## config.mk

```make
export PLATFORM = sky130hd
export DESIGN_NAME = rr_encoder
export DESIGN_NICKNAME = d
export VERILOG_FILES = /design/src/rtl/enc_pkg.sv /design/src/rtl/rr_pick4.sv /design/src/rtl/rr_encoder.sv
export SDC_FILE = /design/constraint.sdc
export NUM_CORES = 1
export LEC_CHECK = 0
export ABC_AREA = 1
export CAP_MARGIN = 30
export CELL_PAD_IN_SITES_DETAIL_PLACEMENT = 0
export CELL_PAD_IN_SITES_GLOBAL_PLACEMENT = 2
export CORE_MARGIN = 2
export CORE_UTILIZATION = 28
export DETAILED_ROUTE_END_ITERATION = 10
export PLACE_DENSITY_LB_ADDON = 0.1
export SYNTH_ARGS = -nofsm -noshare
export SYNTH_HDL_FRONTEND = slang
export SYNTH_SLANG_ARGS = --single-unit
```

## constraint.sdc

```tcl
create_clock -name clk -period 1.85 [get_ports clk]
set_input_delay 0.37 -clock clk [delete_from_list [all_inputs] [get_ports clk]]
set_output_delay 0.37 -clock clk [all_outputs]
set_load 0.02 [all_outputs]
```

## src/rtl/enc_pkg.sv

```systemverilog
// Shared constants and types for the round-robin 4-to-2 encoder.
package enc_pkg;
    localparam int N_REQ  = 4;
    localparam int CODE_W = 2;
    localparam int CNT_W  = 8;

    typedef logic [CODE_W-1:0] code_t;
endpackage

```

## src/rtl/rr_pick4.sv

```systemverilog
// Purpose: rotating-priority pick of one set request bit, starting the search at ptr.
// Latency: purely combinational.
// Backpressure: none; the caller decides when the pick is consumed.
module rr_pick4
    import enc_pkg::*;
(
    input  logic [3:0] req,
    input  code_t      ptr,
    output code_t      pick,
    output logic       any,
    output logic       multi
);

    code_t idx;
    logic  found;

    always_comb begin
        pick  = ptr;
        idx   = ptr;
        found = 1'b0;
        // Walk ptr, ptr+1, ptr+2, ptr+3; the 2-bit index wraps naturally.
        for (int i = 0; i < N_REQ; i++) begin
            idx = code_t'(ptr + code_t'(i));
            if (!found && req[idx]) begin
                pick  = idx;
                found = 1'b1;
            end
        end
    end

    assign any   = |req;
    assign multi = ($countones(req) > 1);

endmodule

```

## src/rtl/rr_encoder.sv

```systemverilog
// Purpose: clocked 4-to-2 round-robin encoder with a one-entry valid/ready output register.
// Latency: req sampled at a clk edge appears on code/valid right after that edge (1 cycle).
// Backpressure: while valid=1 and ready=0 the output and pointer hold and req is ignored.
module rr_encoder
    import enc_pkg::*;
#(
    parameter int N_REQ  = enc_pkg::N_REQ,
    parameter int CODE_W = enc_pkg::CODE_W,
    parameter int CNT_W  = enc_pkg::CNT_W
) (
    input  logic              clk,
    input  logic              rst_n,
    input  logic              en,
    input  logic [N_REQ-1:0]  req,
    output logic [CODE_W-1:0] code,
    output logic              valid,
    input  logic              ready,
    output logic              multi,
    output logic [CNT_W-1:0]  count
);

    code_t ptr;
    code_t pick;
    logic  any;
    logic  pick_multi;
    logic  load;
    logic  accept;

    rr_pick4 u_pick (
        .req   (req),
        .ptr   (ptr),
        .pick  (pick),
        .any   (any),
        .multi (pick_multi)
    );

    assign accept = valid && ready;
    assign load   = en && any && (!valid || ready);

    // Pointer moves on load rather than accept, so a back-to-back load sees the advanced pointer.
    always_ff @(posedge clk or negedge rst_n) begin
        if (!rst_n) begin
            code  <= '0;
            valid <= 1'b0;
            multi <= 1'b0;
            ptr   <= '0;
        end else if (load) begin
            code  <= pick;
            multi <= pick_multi;
            valid <= 1'b1;
            ptr   <= pick + 1'b1;
        end else if (accept) begin
            valid <= 1'b0;
        end
    end

    always_ff @(posedge clk or negedge rst_n) begin
        if (!rst_n) begin
            count <= '0;
        end else if (accept) begin
            count <= count + 1'b1;
        end
    end

endmodule

```

Figure 1. Routed clock nets over the placement.
The bar under the picture is 20 um long.
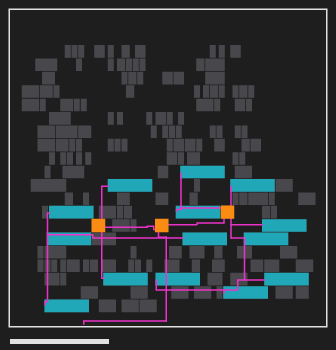
legend:
  cyan:
    item: flip-flops
    count: 14
  magenta:
    item: clock wires
    length: 210 um
  orange:
    item: clock-net drivers
    count: 3
routed clock nets: 4

Figure 2. Register map, names as in the netlist.
The bar under the picture is 20 um long. Other sequential cells in the stronger grey, the rest of the logic in the fainter grey.
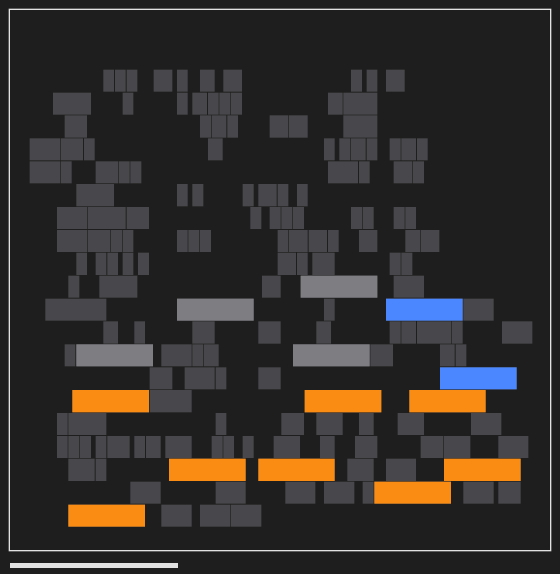
legend:
  orange:
    signal: count
    flops: 8
  blue:
    signal: code
    flops: 2
not coloured: 4

==> flow_summary.html <==
<!-- implementation run metrics -->
<table>
<tr><th>Metric</th><th>Value</th></tr>
<tr><th colspan="2">Floorplanning</th></tr>
<tr><td>Die X-Extent</td><td>64.2 um</td></tr>
<tr><td>Tapcell count</td><td>46</td></tr>
<tr><td>Site row count</td><td>21</td></tr>
<tr><td>I/O pin cnt</td><td>20</td></tr>
<tr><td>Area of the die</td><td>4120 um2</td></tr>
<tr><th colspan="2">Worst setup path</th></tr>
<tr><td>Worst setup EP type</td><td>flip-flop</td></tr>
<tr><td>Combined buffer and inverter count along the critical path</td><td>3</td></tr>
<tr><td>Slowest stage cell, crit path</td><td>sky130_fd_sc_hd__fa_1</td></tr>
<tr><td>Register-to-Register Path Depth</td><td>12</td></tr>
<tr><td>Top cell by count, worst path</td><td>sky130_fd_sc_hd__inv_1</td></tr>
<tr><td>Launching instance or port of the critical path</td><td>req[2]</td></tr>
<tr><td>Worst stage delay on the critical path</td><td>0.48 ns</td></tr>
<tr><td>Chain of cells forming the critical path</td><td>clkdlybuf4s50_1 &gt; inv_1 &gt; ha_1 &gt; nand2_1 &gt; inv_1 &gt; fa_1 &gt; nor2_1 &gt; o21ai_0</td></tr>
<tr><td>Critical path launch point type</td><td>primary input</td></tr>
<tr><td>Worst r2r src</td><td>ptr[0]</td></tr>
<tr><td>Top Family by Delay on Critical Path</td><td>adder cells</td></tr>
<tr><td>Number of cells on the critical path</td><td>8</td></tr>
<tr><th colspan="2">Final layout</th></tr>
<tr><td>Filler Cell Count</td><td>385</td></tr>
<tr><td>Combined flip-flop and latch cell area</td><td>350 um2</td></tr>
<tr><td># diodes</td><td>0</td></tr>
<tr><td>Post-layout utilization of the core</td><td>40.0%</td></tr>
<tr><td>Non-filler instance count after layout</td><td>216</td></tr>
<tr><td>Total of plain and repair buffers excluding clock buffers</td><td>31</td></tr>
<tr><td>Layout Area Growth over Synthesis</td><td>34.7%</td></tr>
<tr><td>Sequential cell area share</td><td>25.7%</td></tr>
<tr><th colspan="2">Detailed routing</th></tr>
<tr><td>Number of remaining DRC errors</td><td>0</td></tr>
<tr><td>Antenna-violating nets left</td><td>0</td></tr>
<tr><td>Via count of the routed design</td><td>910</td></tr>
<tr><td>WL met3</td><td>69 um</td></tr>
<tr><td>Average vias per placed instance</td><td>4.21</td></tr>
<tr><td>Metal2 WL</td><td>956 um</td></tr>
<tr><td>Wl on met1</td><td>1090 um</td></tr>
<tr><th colspan="2">Yosys</th></tr>
<tr><td>Yosys top cell area share</td><td>34.6%</td></tr>
<tr><td>Post-synthesis net count</td><td>152</td></tr>
<tr><td>Cell Area, Synth</td><td>1010 um2</td></tr>
<tr><td>Average instance area after synthesis</td><td>7.34 um2</td></tr>
<tr><td>YS warnings</td><td>0</td></tr>
<tr><td>Post-synth ARST share</td><td>100%</td></tr>
<tr><td>Area leader, netlist</td><td>sky130_fd_sc_hd__dfrtp_1</td></tr>
<tr><td>Synth Register Bits</td><td>14</td></tr>
<tr><td>Most common reg cell</td><td>sky130_fd_sc_hd__dfrtp_1</td></tr>
<tr><td>Synth cell count leaders</td><td>59 x sky130_fd_sc_hd__nand2_1, 14 x sky130_fd_sc_hd__dfrtp_1, 12 x sky130_fd_sc_hd__nand2_2, 10 x sky130_fd_sc_hd__inv_1, 10 x sky130_fd_sc_hd__nand3_1</td></tr>
<tr><td>Multiplexer share</td><td>0%</td></tr>
<tr><td>Xor/xnor share of the synthesized area</td><td>6.05%</td></tr>
<tr><td>Main area contributors after synthesis</td><td>sky130_fd_sc_hd__dfrtp_1 35%, sky130_fd_sc_hd__nand2_1 22%, sky130_fd_sc_hd__nand2_2 7.4%, sky130_fd_sc_hd__ha_1 6.2%, sky130_fd_sc_hd__nand3_1 4.9%</td></tr>
<tr><td>Area of the synthesized netlist per yosys stat</td><td>1010 um2</td></tr>
<tr><th colspan="2">Power</th></tr>
<tr><td>Proportion of power drawn by combinational gates</td><td>61.2%</td></tr>
<tr><td>Clock share of power</td><td>11.1%</td></tr>
<tr><td>Max rail drop VDD</td><td>0.538 mV</td></tr>
<tr><td>Power after layout</td><td>1.97 mW</td></tr>
<tr><td>Flop pwr share</td><td>27.7%</td></tr>
<tr><td>Internal</td><td>1.02 mW</td></tr>
<tr><th colspan="2">GRT</th></tr>
<tr><td>Grt ovf</td><td>0</td></tr>
<tr><td>Global-route usage over all layers</td><td>11.7%</td></tr>
<tr><td>First-pass GRT wire length</td><td>3820 um</td></tr>
<tr><td>Antenna violations before repair</td><td>0</td></tr>
<tr><td>Met2 track demand over resource</td><td>19.3%</td></tr>
<tr><td>GR Layer Usage met1</td><td>15.4%</td></tr>
<tr><th colspan="2">Timing</th></tr>
<tr><td>Endpoints failing hold</td><td>0</td></tr>
<tr><td>Worst hold margin</td><td>0.388 ns</td></tr>
<tr><td>Setup repair after global routing missed its margin</td><td>false</td></tr>
<tr><td>Slew of the pin with the lowest slew margin</td><td>0.340 ns</td></tr>
<tr><th colspan="2">Clocking</th></tr>
<tr><td>Number of buffers inserted by hold repair at cts</td><td>0</td></tr>
<tr><td>Worst-skew pair later-pin latency</td><td>0.28 ns</td></tr>
<tr><td>Sinks on the clock net</td><td>14</td></tr>
<tr><td>PostCTS Resize Cnt</td><td>0</td></tr>
<tr><td>Number of buffers added for setup after CTS</td><td>0</td></tr>
<tr><th colspan="2">Placed design</th></tr>
<tr><td>Number of placed instances, taps included</td><td>212</td></tr>
<tr><td>Placement-stage cell area</td><td>1330 um2</td></tr>
<tr><td>Final estimated routing congestion in global placement</td><td>0.706</td></tr>
<tr><th colspan="2">Status</th></tr>
<tr><td>Status</td><td>completed</td></tr>
</table>
==> placed cells by master, fill, tap and decap left out <==
cell type,n
sky130_fd_sc_hd__nand2_1,59
sky130_fd_sc_hd__clkdlybuf4s50_1,19
sky130_fd_sc_hd__dfrtp_1,14
sky130_fd_sc_hd__nand2_2,12
sky130_fd_sc_hd__buf_4,12
sky130_fd_sc_hd__inv_1,10
sky130_fd_sc_hd__nand3_1,10
sky130_fd_sc_hd__ha_1,5
sky130_fd_sc_hd__xor2_1,4
sky130_fd_sc_hd__xnor2_1,3
sky130_fd_sc_hd__clkbuf_4,3
sky130_fd_sc_hd__nor2_1,2
sky130_fd_sc_hd__o21ai_0,2
sky130_fd_sc_hd__inv_2,2
sky130_fd_sc_hd__nand3_2,2
sky130_fd_sc_hd__nor2_4,2
sky130_fd_sc_hd__a21oi_1,2
sky130_fd_sc_hd__inv_4,1
sky130_fd_sc_hd__nand2_4,1
sky130_fd_sc_hd__nor3_1,1
sky130_fd_sc_hd__nand3b_1,1
sky130_fd_sc_hd__o21ai_1,1
sky130_fd_sc_hd__fa_1,1
sky130_fd_sc_hd__clkbuf_8,1
==> registers in the layout, indices dropped and copies added (netlist names) <==
| register | count |
|---|---|
| ptr | 2 |
| count | 8 |
| valid | 1 |
| code | 2 |
| multi | 1 |
==> cells by family (layout without fill, tap and decap cells) <==
logic type / after synthesis / in the layout
and+or+nand+nor: 90 / 90
buffers and inverters: 16 / 48
DFF: 14 / 14
xor gates and xnor gates: 7 / 7
adders and majority gates: 6 / 6
AOI/OAI and AO/OA: 5 / 5
==> power groups by stage <==
stage	clock network, mW	logic, mW	registers, mW
after CTS	0.235	1.22	0.546
final	0.219	1.20	0.544
after detailed placement	0	1.22	0.551
after global placement	0	1.22	0.551
after floorplan	0	0.800	0.612
after global routing	0.252	1.37	0.564
Power is estimated from default activity; no workload was simulated.
